File: src/rtl/sv39_ptw_if.sv
// Handshake bundles for the Sv39 page-table walker.
// sv39_req_if carries the translation request/response exchanged with the mmu switch.
// sv39_tl_if carries the TileLink A/D channels the walker uses to fetch PTEs.

interface sv39_req_if;
    logic        req_valid;
    logic        req_ready;
    logic [63:0] req_vaddr;
    logic [1:0]  req_acc;
    logic        resp_valid;
    logic [63:0] resp_paddr;
    logic        resp_fault;

    // The requester (mmu side)
    modport master (
        output req_valid, req_vaddr, req_acc,
        input  req_ready, resp_valid, resp_paddr, resp_fault
    );

    // The walker
    modport slave (
        input  req_valid, req_vaddr, req_acc,
        output req_ready, resp_valid, resp_paddr, resp_fault
    );
endinterface

interface sv39_tl_if;
    logic [2:0]  a_opcode;
    logic [2:0]  a_size;
    logic [3:0]  a_source;
    logic [63:0] a_address;
    logic [7:0]  a_mask;
    logic        a_valid;
    logic        a_ready;
    logic [2:0]  d_opcode;
    logic [63:0] d_data;
    logic        d_denied;
    logic        d_valid;
    logic        d_ready;

    // The walker issuing Gets
    modport master (
        output a_opcode, a_size, a_source, a_address, a_mask, a_valid, d_ready,
        input  a_ready, d_opcode, d_data, d_denied, d_valid
    );

    // The memory answering them
    modport slave (
        input  a_opcode, a_size, a_source, a_address, a_mask, a_valid, d_ready,
        output a_ready, d_opcode, d_data, d_denied, d_valid
    );
endinterface

File: src/rtl/sv39_ptw.sv
// Sv39 hardware page-table walker: one walk and one bus beat in flight at a time.
// Translates a virtual address through up to three PTE reads (TileLink Get) and
// returns a physical address or a page fault. A/D bits are never updated; a
// clear A (or clear D on a store) faults.
// Optional feature macro: PTW_CACHE_EN adds a one-entry leaf translation cache.
// Parameter SOURCE_ID sets a_source on every Get.

module sv39_ptw #(
    parameter logic [3:0] SOURCE_ID = 4'h2
) (
    input  logic        clk,
    input  logic        rst,
    input  logic [63:0] satp_i,
    input  logic        sfence_i,
    sv39_req_if.slave   req,
    sv39_tl_if.master   tl
);

    typedef enum logic [2:0] {
        IDLE,
        CHECK,
        REQ,
        WAIT,
        DONE
    } state_e;

    state_e      state_q, state_d;
    logic [63:0] vaddr_q, vaddr_d;
    logic [1:0]  acc_q, acc_d;
    logic [1:0]  level_q, level_d;
    logic [55:0] tableBase_q, tableBase_d;
    logic        modeSv39_q, modeSv39_d;
    logic [63:0] resultPaddr_q, resultPaddr_d;
    logic        resultFault_q, resultFault_d;

    logic [8:0]  vpnSel;
    logic [9:0]  pteFlags;
    logic [43:0] ptePpn;
    logic        canonical;

    // Leaf check shared by walks and cache hits: permission, accessed/dirty, superpage alignment.
    function automatic logic leafFault(input logic r, input logic w, input logic x,
                                       input logic a, input logic d, input logic [1:0] acc,
                                       input logic [1:0] lvl, input logic [43:0] ppn);
        logic permOk;
        logic misaligned;
        case (acc)
            2'd0:    permOk = x;
            2'd2:    permOk = w & d;
            default: permOk = r;
        endcase
        misaligned = ((lvl == 2'd2) && (ppn[17:0] != 18'h0)) ||
                     ((lvl == 2'd1) && (ppn[8:0] != 9'h0));
        return !permOk || !a || misaligned;
    endfunction

    // Physical address of a leaf: PPN with the VPN bits below the leaf level taken from the vaddr.
    function automatic logic [55:0] leafPaddr(input logic [43:0] ppn, input logic [1:0] lvl,
                                              input logic [63:0] va);
        logic [55:0] pa;
        case (lvl)
            2'd2:    pa = {ppn[43:18], va[29:0]};
            2'd1:    pa = {ppn[43:9], va[20:0]};
            default: pa = {ppn, va[11:0]};
        endcase
        return pa;
    endfunction

    // Select the VPN slice indexing the table at the current level.
    always_comb begin
        case (level_q)
            2'd2:    vpnSel = vaddr_q[38:30];
            2'd1:    vpnSel = vaddr_q[29:21];
            default: vpnSel = vaddr_q[20:12];
        endcase
    end

    assign pteFlags  = tl.d_data[9:0];
    assign ptePpn    = tl.d_data[53:10];
    assign canonical = (vaddr_q[63:39] == {25{vaddr_q[38]}});

`ifdef PTW_CACHE_EN
    logic        cacheValid_q;
    logic [26:0] cacheVpn_q;
    logic [1:0]  cacheLvl_q;
    logic [9:0]  cachePte_q;
    logic [43:0] cachePpn_q;
    logic [63:0] satpSeen_q;
    logic        cacheHit;
    logic        cacheHitFault;
    logic        cacheFill;

    // Tag compare against the cached leaf: only VPN bits above the cached level matter.
    always_comb begin
        cacheHit = 1'b0;
        if (cacheValid_q) begin
            case (cacheLvl_q)
                2'd2:    cacheHit = (vaddr_q[38:30] == cacheVpn_q[26:18]);
                2'd1:    cacheHit = (vaddr_q[38:21] == cacheVpn_q[26:9]);
                default: cacheHit = (vaddr_q[38:12] == cacheVpn_q);
            endcase
        end
        cacheHitFault = leafFault(cachePte_q[1], cachePte_q[2], cachePte_q[3], cachePte_q[6],
                                  cachePte_q[7], acc_q, cacheLvl_q, cachePpn_q);
    end

    // Fill on every good leaf; drop the entry on sfence or whenever satp changes value.
    always_ff @(posedge clk) begin
        if (rst) begin
            cacheValid_q <= 1'b0;
            satpSeen_q   <= 64'h0;
        end else begin
            satpSeen_q <= satp_i;
            if (sfence_i || (satp_i != satpSeen_q)) begin
                cacheValid_q <= 1'b0;
            end else if (cacheFill) begin
                cacheValid_q <= 1'b1;
                cacheVpn_q   <= vaddr_q[38:12];
                cacheLvl_q   <= level_q;
                cachePte_q   <= pteFlags;
                cachePpn_q   <= ptePpn;
            end
        end
    end

    logic unusedBits;
    assign unusedBits = ^{tl.d_data[63:54], cachePte_q[9:8], cachePte_q[5:4], cachePte_q[0]};
`else
    logic unusedBits;
    assign unusedBits = ^{tl.d_data[63:54], tl.d_data[9:8], tl.d_data[5:4], satp_i[59:44], sfence_i};
`endif

    // Walk sequencing: latch request, screen it, then read PTEs level by level until a leaf or fault.
    always_comb begin
        state_d       = state_q;
        vaddr_d       = vaddr_q;
        acc_d         = acc_q;
        level_d       = level_q;
        tableBase_d   = tableBase_q;
        modeSv39_d    = modeSv39_q;
        resultPaddr_d = resultPaddr_q;
        resultFault_d = resultFault_q;
`ifdef PTW_CACHE_EN
        cacheFill     = 1'b0;
`endif
        case (state_q)
            IDLE: begin
                if (req.req_valid) begin
                    vaddr_d     = req.req_vaddr;
                    acc_d       = req.req_acc;
                    level_d     = 2'd2;
                    tableBase_d = {satp_i[43:0], 12'h0};
                    modeSv39_d  = (satp_i[63:60] == 4'd8);
                    state_d     = CHECK;
                end
            end
            CHECK: begin
                state_d = DONE;
                if (!modeSv39_q) begin
                    resultPaddr_d = vaddr_q;
                    resultFault_d = 1'b0;
                end else if (!canonical) begin
                    resultPaddr_d = 64'h0;
                    resultFault_d = 1'b1;
`ifdef PTW_CACHE_EN
                end else if (cacheHit) begin
                    resultFault_d = cacheHitFault;
                    resultPaddr_d = cacheHitFault ? 64'h0
                                  : {8'h0, leafPaddr(cachePpn_q, cacheLvl_q, vaddr_q)};
`endif
                end else begin
                    state_d = REQ;
                end
            end
            REQ: begin
                if (tl.a_ready) begin
                    state_d = WAIT;
                end
            end
            WAIT: begin
                if (tl.d_valid) begin
                    if (tl.d_denied || (tl.d_opcode != 3'd1) || !pteFlags[0] ||
                        (!pteFlags[1] && pteFlags[2])) begin
                        resultPaddr_d = 64'h0;
                        resultFault_d = 1'b1;
                        state_d       = DONE;
                    end else if (!pteFlags[1] && !pteFlags[3]) begin
                        if (level_q == 2'd0) begin
                            resultPaddr_d = 64'h0;
                            resultFault_d = 1'b1;
                            state_d       = DONE;
                        end else begin
                            tableBase_d = {ptePpn, 12'h0};
                            level_d     = level_q - 2'd1;
                            state_d     = REQ;
                        end
                    end else begin
                        state_d = DONE;
                        if (leafFault(pteFlags[1], pteFlags[2], pteFlags[3], pteFlags[6],
                                      pteFlags[7], acc_q, level_q, ptePpn)) begin
                            resultPaddr_d = 64'h0;
                            resultFault_d = 1'b1;
                        end else begin
                            resultPaddr_d = {8'h0, leafPaddr(ptePpn, level_q, vaddr_q)};
                            resultFault_d = 1'b0;
`ifdef PTW_CACHE_EN
                            cacheFill     = 1'b1;
`endif
                        end
                    end
                end
            end
            DONE: begin
                state_d = IDLE;
            end
            default: begin
                state_d = IDLE;
            end
        endcase
    end

    // State and walk context registers.
    always_ff @(posedge clk) begin
        if (rst) begin
            state_q       <= IDLE;
            vaddr_q       <= 64'h0;
            acc_q         <= 2'd0;
            level_q       <= 2'd2;
            tableBase_q   <= 56'h0;
            modeSv39_q    <= 1'b0;
            resultPaddr_q <= 64'h0;
            resultFault_q <= 1'b0;
        end else begin
            state_q       <= state_d;
            vaddr_q       <= vaddr_d;
            acc_q         <= acc_d;
            level_q       <= level_d;
            tableBase_q   <= tableBase_d;
            modeSv39_q    <= modeSv39_d;
            resultPaddr_q <= resultPaddr_d;
            resultFault_q <= resultFault_d;
        end
    end

    assign req.req_ready  = (state_q == IDLE);
    assign req.resp_valid = (state_q == DONE);
    assign req.resp_paddr = (state_q == DONE) ? resultPaddr_q : 64'h0;
    assign req.resp_fault = (state_q == DONE) && resultFault_q;

    assign tl.a_valid   = (state_q == REQ);
    assign tl.a_opcode  = 3'd4;
    assign tl.a_size    = 3'd3;
    assign tl.a_source  = SOURCE_ID;
    assign tl.a_mask    = 8'hFF;
    assign tl.a_address = {8'h0, tableBase_q + {44'h0, vpnSel, 3'b000}};
    assign tl.d_ready   = 1'b1;

endmodule

File: src/flat_wrapper.sv
// flat-port wrapper written by rule: the top's interface ports become plain ports
module sv39_ptw_flat 
#(
    parameter logic [3:0] SOURCE_ID = 4'h2
)
  (clk, rst, satp_i, sfence_i, req_req_valid, req_req_vaddr, req_req_acc, req_req_ready, req_resp_valid, req_resp_paddr, req_resp_fault, tl_a_opcode, tl_a_size, tl_a_source, tl_a_address, tl_a_mask, tl_a_valid, tl_d_ready, tl_a_ready, tl_d_opcode, tl_d_data, tl_d_denied, tl_d_valid);
  sv39_req_if req_i ();
  sv39_tl_if tl_i ();
  input  logic clk;
  input  logic rst;
  input  logic [63:0] satp_i;
  input  logic sfence_i;
  input wire logic [$bits(req_i.req_valid)-1:0] req_req_valid;
  input wire logic [$bits(req_i.req_vaddr)-1:0] req_req_vaddr;
  input wire logic [$bits(req_i.req_acc)-1:0] req_req_acc;
  output wire logic [$bits(req_i.req_ready)-1:0] req_req_ready;
  output wire logic [$bits(req_i.resp_valid)-1:0] req_resp_valid;
  output wire logic [$bits(req_i.resp_paddr)-1:0] req_resp_paddr;
  output wire logic [$bits(req_i.resp_fault)-1:0] req_resp_fault;
  output wire logic [$bits(tl_i.a_opcode)-1:0] tl_a_opcode;
  output wire logic [$bits(tl_i.a_size)-1:0] tl_a_size;
  output wire logic [$bits(tl_i.a_source)-1:0] tl_a_source;
  output wire logic [$bits(tl_i.a_address)-1:0] tl_a_address;
  output wire logic [$bits(tl_i.a_mask)-1:0] tl_a_mask;
  output wire logic [$bits(tl_i.a_valid)-1:0] tl_a_valid;
  output wire logic [$bits(tl_i.d_ready)-1:0] tl_d_ready;
  input wire logic [$bits(tl_i.a_ready)-1:0] tl_a_ready;
  input wire logic [$bits(tl_i.d_opcode)-1:0] tl_d_opcode;
  input wire logic [$bits(tl_i.d_data)-1:0] tl_d_data;
  input wire logic [$bits(tl_i.d_denied)-1:0] tl_d_denied;
  input wire logic [$bits(tl_i.d_valid)-1:0] tl_d_valid;
  assign req_i.req_valid = req_req_valid;
  assign req_i.req_vaddr = req_req_vaddr;
  assign req_i.req_acc = req_req_acc;
  assign req_req_ready = req_i.req_ready;
  assign req_resp_valid = req_i.resp_valid;
  assign req_resp_paddr = req_i.resp_paddr;
  assign req_resp_fault = req_i.resp_fault;
  assign tl_a_opcode = tl_i.a_opcode;
  assign tl_a_size = tl_i.a_size;
  assign tl_a_source = tl_i.a_source;
  assign tl_a_address = tl_i.a_address;
  assign tl_a_mask = tl_i.a_mask;
  assign tl_a_valid = tl_i.a_valid;
  assign tl_d_ready = tl_i.d_ready;
  assign tl_i.a_ready = tl_a_ready;
  assign tl_i.d_opcode = tl_d_opcode;
  assign tl_i.d_data = tl_d_data;
  assign tl_i.d_denied = tl_d_denied;
  assign tl_i.d_valid = tl_d_valid;
  sv39_ptw #(.SOURCE_ID(SOURCE_ID)) u_core (.clk(clk), .rst(rst), .satp_i(satp_i), .sfence_i(sfence_i), .req(req_i), .tl(tl_i));
endmodule
File: config.mk
export PLATFORM = sky130hd
export DESIGN_NAME = sv39_ptw_flat
export DESIGN_NICKNAME = d
export VERILOG_FILES = /design/src/rtl/sv39_ptw_if.sv /design/src/rtl/sv39_ptw.sv /design/src/flat_wrapper.sv
export SDC_FILE = /design/constraint.sdc
export NUM_CORES = 1
export LEC_CHECK = 0
export ABC_CLOCK_PERIOD_IN_PS = 2200
export CAP_MARGIN = 10
export CORE_AREA = 2 2 123 185
export DETAILED_ROUTE_END_ITERATION = 8
export DIE_AREA = 0 0 125 187
export PLACE_DENSITY = 0.8
export SKIP_LAST_GASP = 1
export SYNTH_ARGS = -nofsm -noshare
export SYNTH_HDL_FRONTEND = slang
export SYNTH_SLANG_ARGS = --single-unit
export TNS_END_PERCENT = 20
File: constraint.sdc
create_clock -name clk -period 2.2 [get_ports clk]
set_clock_uncertainty 0.15 [all_clocks]
set_input_delay 0.44 -clock clk [delete_from_list [all_inputs] [get_ports clk]]
set_output_delay 0.44 -clock clk [all_outputs]
set_load 0.005 [all_outputs]
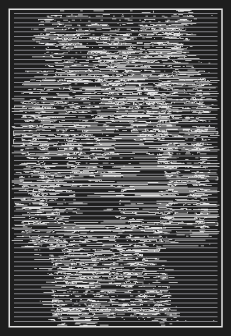
Figure 1: metal 1.
Supply wires on this layer in gray.
nets with wire on the layer: 1,390
main direction: horizontal
share of all routed wire: 39%
longest straight run: 54.3 microns
wire length on this layer: 12,900 microns
met1 GRT Util: 0.3030
via count: 9,126

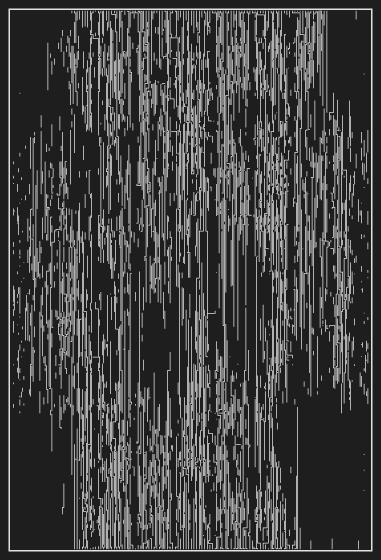
Figure 2: met2 routing.
main direction: vertical
nets with wire on the layer: 1,310
share of all routed wire: 50%
Routed WL: 32,800 microns
met2 Use GR: 0.4488

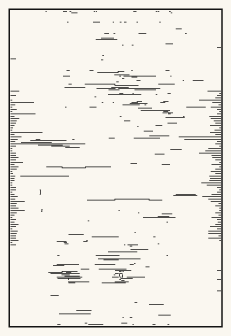
Figure 3: M3 wires.
wire length on this layer: 1,680 microns
longest straight run: 43.9 microns
nets with wire on the layer: 241
main direction: horizontal
grt met3 use: 0.03919

==> flow_summary.json <==
{
  "ys_types": 45,
  "wl_met2_microns": 16420,
  "topRoutingLayerUsed": "met4",
  "final_common_cell": "nand2_1",
  "ys_ff": 181,
  "seq-cell-share": 0.2668,
  "avgRoutedWirePerCell_microns": 19.47,
  "htreeDepth": 4,
  "critical_path_required_ns": 2.37,
  "inverters": 6,
  "peakVddDrop_v": 0.0005189,
  "top_cells_by_count": "nand2_1, dfxtp_1, a21oi_1",
  "powerClk_uw": 3050,
  "grt_antenna_before_repair": 5,
  "yosysMostFrequentCell": "nand2_1",
  "power_density_mw_per_mm2": 605.2,
  "tritoncts": "done",
  "top_cells_by_area": "dfxtp_1, nand2_1, a22o_1",
  "dieArea_sq_mm": 0.02338,
  "simple_gate_area_frac": 0.2442,
  "ff_latch_area_sq_mm": 0.003633,
  "cts_num_sinks": 181,
  "ys_async_sr_fraction": 0,
  "hold_path_end": "u_core.level_q[1]",
  "ys_sh_xor": 0,
  "cpLargestDelayFamily": "simple AND/OR/NAND/NOR gates",
  "setup_viol": 129,
  "post_cts_resized": 109,
  "busiest_layer": "met2",
  "p_clk_frac": 0.370,
  "critPathKind": "reg -> reg",
  "rsz0062_at_grt": "true",
  "crit_slowest_cell": "or4_4",
  "drc": 0,
  "warnings": 65,
  "outcome": "complete, but fails checks",
  "rr_endpoint": "u_core.resultPaddr_q[26]",
  "slew_viol_final": 0,
  "endpoint": "u_core.resultPaddr_q[26]",
  "clk_pin_slew_ns": 0.07,
  "combinationalPower_uw": 1600,
  "fin_util": 0.6201,
  "area_delta_synth_final_pct": 63.11,
  "hold_buffers": 0,
  "seq_cell_power_uw": 3600,
  "rows": 67,
  "period_used_share": 1.139,
  "wl_met1_microns": 12870,
  "violations": "negative setup slack",
  "combGateArea_sq_mm": 0.004491,
  "hold_path_class": "in -> reg",
  "comb_share": 0.3297,
  "grt_pass1_vias": 9076,
  "max-cap-violations": 0,
  "critical_path.startpoint": "u_core.vaddr_q[41]",
  "die_h_microns": 187,
  "antenna_cells": 6,
  "insertion_delay_ns": 0.43,
  "clockBufferDepth": 2,
  "avgSynthCellArea_sq_um": 8.045,
  "die_w_microns": 125,
  "pin_count": 355,
  "synth.area.mux_share": 0.001199,
  "n_tap_cell": 276,
  "portBuffers": 293,
  "ff2ff_path_depth": 7,
  "startpoint_type": "flip-flop",
  "reg.largest.list": "u_core.resultPaddr_q: 64 flops, u_core.vaddr_q: 64 flops, u_core.tableBase_q: 44 flops",
  "synth_chip_area_sq_mm": 0.008351,
  "fp-utilization": 0.3802,
  "dpl_cell_area_sq_mm": 0.01200,
  "viasPerCell": 5.416,
  "grt_max_degree": 123,
  "setup_ws_ns": -0.3061,
  "wl_met3_microns": 1683,
  "num-fill-cells": 1833,
  "nMultiInputCombCells": 757,
  "r2r_start": "u_core.vaddr_q[41]",
  "dp_slack_ns": -0.9234,
  "whs_ns": 0.1587,
  "edf_count": 0,
  "first_iter_violations": 632,
  "leakage_uw": 0.005922,
  "gp_congestion": 0.9031,
  "cp.depth": 7,
  "p_switching_uw": 2265,
  "fin_crit_ns": 2.506,
  "fmax_ghz": 0.3990,
  "ys_cells": 1038,
  "worstPathArrival_ns": 2.68,
  "synth-adder-area-share": 0.004495,
  "buffers": 427,
  "aoi_share": 0.2375,
  "ff_type": "dfxtp_1",
  "first_pass_iters": 7,
  "worst_pin_slew_ns": 0.5725,
  "core-area_sq_mm": 0.02196,
  "crit_buf_inv": 2,
  "whs_path_depth": 3,
  "stdcell_count": 1685,
  "dp_hpwl_microns": 21090,
  "grt_overflow_total": 0,
  "drive_gt1_frac": 0.1924,
  "synthCells": 1038,
  "power_leader": "sequential cells",
  "max_stage_delay_ns": 0.54,
  "internal-power_uw": 5978,
  "max_slew_margin": 0.6184,
  "worstSetupEndpointType": "flip-flop",
  "grt.total_usage": 0.2607,
  "swShare": 0.2747,
  "layout_top_cells": "nand2_1, clkdlybuf4s50_1, dfxtp_1",
  "pwr-share-seq": 0.436,
  "synth_area_leader_cell": "dfxtp_1",
  "p_comb_frac": 0.194,
  "min_from": "rst",
  "ys_seq_share": 0.4339,
  "top_logic_kind": "simple AND/OR/NAND/NOR gates",
  "critical_path.cell_chain": "or4_4, nor4_4, o221ai_2, buf_4, o211a_4, bufbuf_16, a22o_1",
  "clock_area_frac": 0.04189,
  "top_area_cell_class": "non-clock buffers",
  "setup_tns_ns": -21.25
}
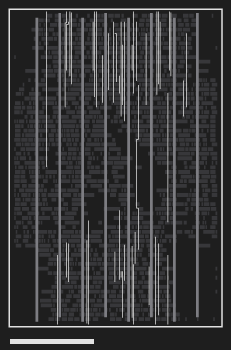
Figure 4: signal wires on met4.
Bar = 50 microns. Supply wires on this layer in gray.
share of all routed wire: 5.6%
nets with wire on the layer: 46
wire length on this layer: 1,830 microns
main direction: vertical
longest straight run: 91.8 microns

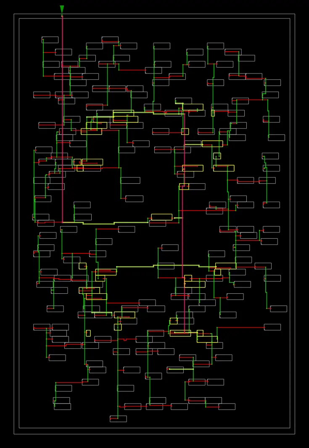
Figure 5: clock nets.
FFs & Latches: 181
clock buffers: 18
CTS buffer count: 17

Power and IR drop assume default switching activity.
